[config.mk]
export PLATFORM = sky130hd
export DESIGN_NAME = sprite_loader
export DESIGN_NICKNAME = d
export VERILOG_FILES = /design/src/rtl/sprite_pkg.sv /design/src/rtl/sprite_loader.sv
export SDC_FILE = /design/constraint.sdc
export NUM_CORES = 1
export LEC_CHECK = 0
export ABC_AREA = 1
export CORE_UTILIZATION = 46
export DETAILED_ROUTE_END_ITERATION = 10
export MAX_ROUTING_LAYER = met4
export PLACE_DENSITY = 0.79
export SYNTH_ARGS = -nofsm -noshare
export SYNTH_HDL_FRONTEND = slang
export SYNTH_SLANG_ARGS = --single-unit
export TNS_END_PERCENT = 5
[constraint.sdc]
create_clock -name clk -period 1.7 [get_ports clk]
set_clock_uncertainty 0.15 [all_clocks]
set_input_delay 0.34 -clock clk [delete_from_list [all_inputs] [get_ports clk]]
set_output_delay 0.34 -clock clk [all_outputs]
set_load 0.05 [all_outputs]
[src/rtl/sprite_pkg.sv]
// Shared types and constants for the sprite loader: FSM states, sprite
// geometry and the 2-bit palette code meanings.
package sprite_pkg;

  typedef enum logic {
    IDLE  = 1'b0,
    SHIFT = 1'b1
  } state_e;

  localparam int SPR_H_SIZE   = 16;
  localparam int SPR_V_SIZE   = 16;
  localparam int PIX_PER_WORD = 16;

  localparam logic [1:0] PAL_TRANSPARENT = 2'b00;
  localparam logic [1:0] PAL_WHITE       = 2'b01;
  localparam logic [1:0] PAL_OUTLINE     = 2'b10;
  localparam logic [1:0] PAL_ACCENT      = 2'b11;

endpackage

[src/rtl/sprite_loader.sv]
// Serializes packed processor words into one palette code per cycle for the
// sprite RAM, walking the write address row-major across the 16x16 sprite.
//
// state | meaning
// IDLE  | waiting for a word; wr_ready high unless start is asserted
// SHIFT | writing one pixel per cycle from the captured word
module sprite_loader
  import sprite_pkg::*;
#(
  parameter int ADDR   = 8,
  parameter int PIX_W  = 2,
  parameter int WORD_W = 32
) (
  input  logic              clk,
  input  logic              reset,
  input  logic              start,
  input  logic              wr_valid,
  input  logic [WORD_W-1:0] wr_data,
  output logic              wr_ready,
  output logic              we,
  output logic [ADDR-1:0]   addr_w,
  output logic [PIX_W-1:0]  pixel_out,
  output logic              busy,
  output logic              done
);

  localparam int         PPW      = WORD_W / PIX_W;
  localparam logic [3:0] LAST_IDX = 4'(PPW - 1);

  state_e            state_q, state_d;
  logic [ADDR-1:0]   addr_q, addr_d;
  logic [3:0]        idx_q, idx_d;
  logic [WORD_W-1:0] sr_q, sr_d;
  logic              done_q, done_d;

  always_comb begin
    state_d = state_q;
    addr_d  = addr_q;
    idx_d   = idx_q;
    sr_d    = sr_q;
    done_d  = 1'b0;
    if (start) begin
      state_d = IDLE;
      addr_d  = '0;
      idx_d   = '0;
      sr_d    = '0;
    end else begin
      case (state_q)
        IDLE: begin
          if (wr_valid) begin
            sr_d    = wr_data;
            idx_d   = '0;
            state_d = SHIFT;
          end
        end
        SHIFT: begin
          sr_d   = sr_q >> PIX_W;
          addr_d = addr_q + 1'b1;
          idx_d  = idx_q + 4'd1;
          done_d = (addr_q == {ADDR{1'b1}});
          if (idx_q == LAST_IDX) state_d = IDLE;
        end
        default: state_d = IDLE;
      endcase
    end
  end

  always_ff @(posedge clk) begin
    if (reset) begin
      state_q <= IDLE;
      addr_q  <= '0;
      idx_q   <= '0;
      sr_q    <= '0;
      done_q  <= 1'b0;
    end else begin
      state_q <= state_d;
      addr_q  <= addr_d;
      idx_q   <= idx_d;
      sr_q    <= sr_d;
      done_q  <= done_d;
    end
  end

  // start squashes the write of the cycle it arrives in, so an aborted word
  // leaves nothing past the last pixel written before the abort.
  assign we        = (state_q == SHIFT) && !start;
  assign busy      = (state_q == SHIFT);
  assign wr_ready  = (state_q == IDLE) && !start;
  assign addr_w    = addr_q;
  assign pixel_out = sr_q[PIX_W-1:0];
  assign done      = done_q;

endmodule

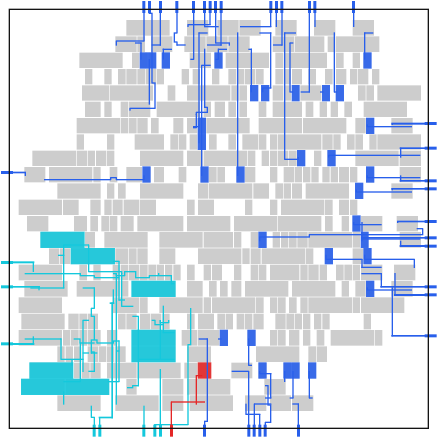
*I/O nets highlighted*
Drawn at 6 px/um.
`wr_data` -> blue  # bits 32, direction input, edge 15 top, 10 right, 6 bottom, 1 left, end cells 32, buffers 32, wire 583 um
`addr_w` -> cyan  # bits 8, direction output, edge 5 bottom, 3 left, end cells 8, buffers 8, wire 288 um
`wr_ready` -> red  # bits 1, direction output, edge bottom, end cells 1, buffers 1, wire 15.1 um

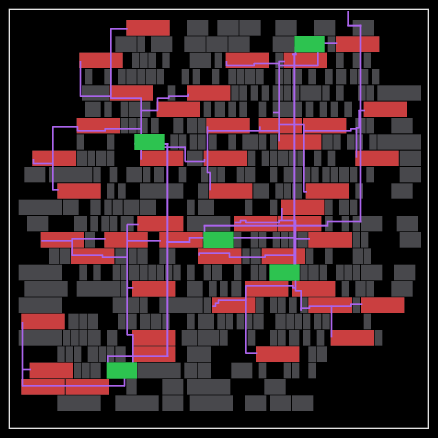
*Clock distribution*
Drawn at 6 px/um.
flip-flops -> red  # count 46
cells driving clock nets -> green  # count 5
clock wires -> purple  # length 557 um
flops lie = all over the die

==> impl_metrics.csv <==
group,metric,value,unit
route,vias,2011,
pwr,internal_power,1590,uW
synth,async_flop_share,0,%
clocking,hold_buffers,0,
pwr,comb_power,312,uW
global_route,met1_usage,22.1,%
final_layout,largestClassByArea,"multi-input combinational cells",
setup_path,critPathArrivalTime,1.17,ns
synth,syn_area_per_cell,6.65,um2
route,wl_met1,2000,um
global_route,grtUsageTotal,20.6,%
route,dr.pass1.iters,4,
final_timing,rsz0062_at_grt,"no",
synth,yosysSeqAreaShare,43.8,%
final_timing,slew_headroom,79.7,%
die,io_pins,50,
route,drtAntennaViolNets,0,
global_route,grt-busiest-layer,"met2",
pwr,clkPwrFrac,32.4,%
setup_path,slowest_delay,0.50,ns
route,wl_per_cell,10.8,um
run_status,outcome,"finished clean",
final_timing,hold_slack,0.312,ns
setup_path,ff2ff_setup_slack,0.24,ns
setup_path,crit_slowest_cell,"clkdlybuf4s50_1",
die,dieWidth,69.6,um
final_timing,finalSetupTns,0,ns
global_route,grt_pass1_vias,1918,
die,initCoreUtil,47.9,%
synth,syn_nets,354,
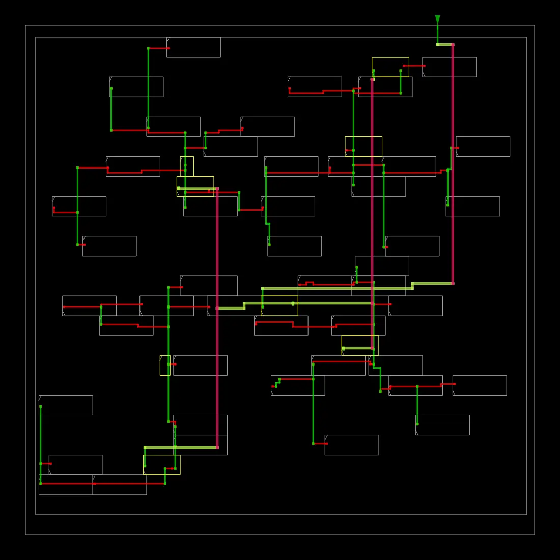
*The clock network*
clock buf count: 7
Worst-Skew Late Latency: 0.30 ns
CTS Buf Count: 5
clk sinks: 46
flip-flops: 46

Power figures rest on the tool's default switching activity, not on a simulated workload.
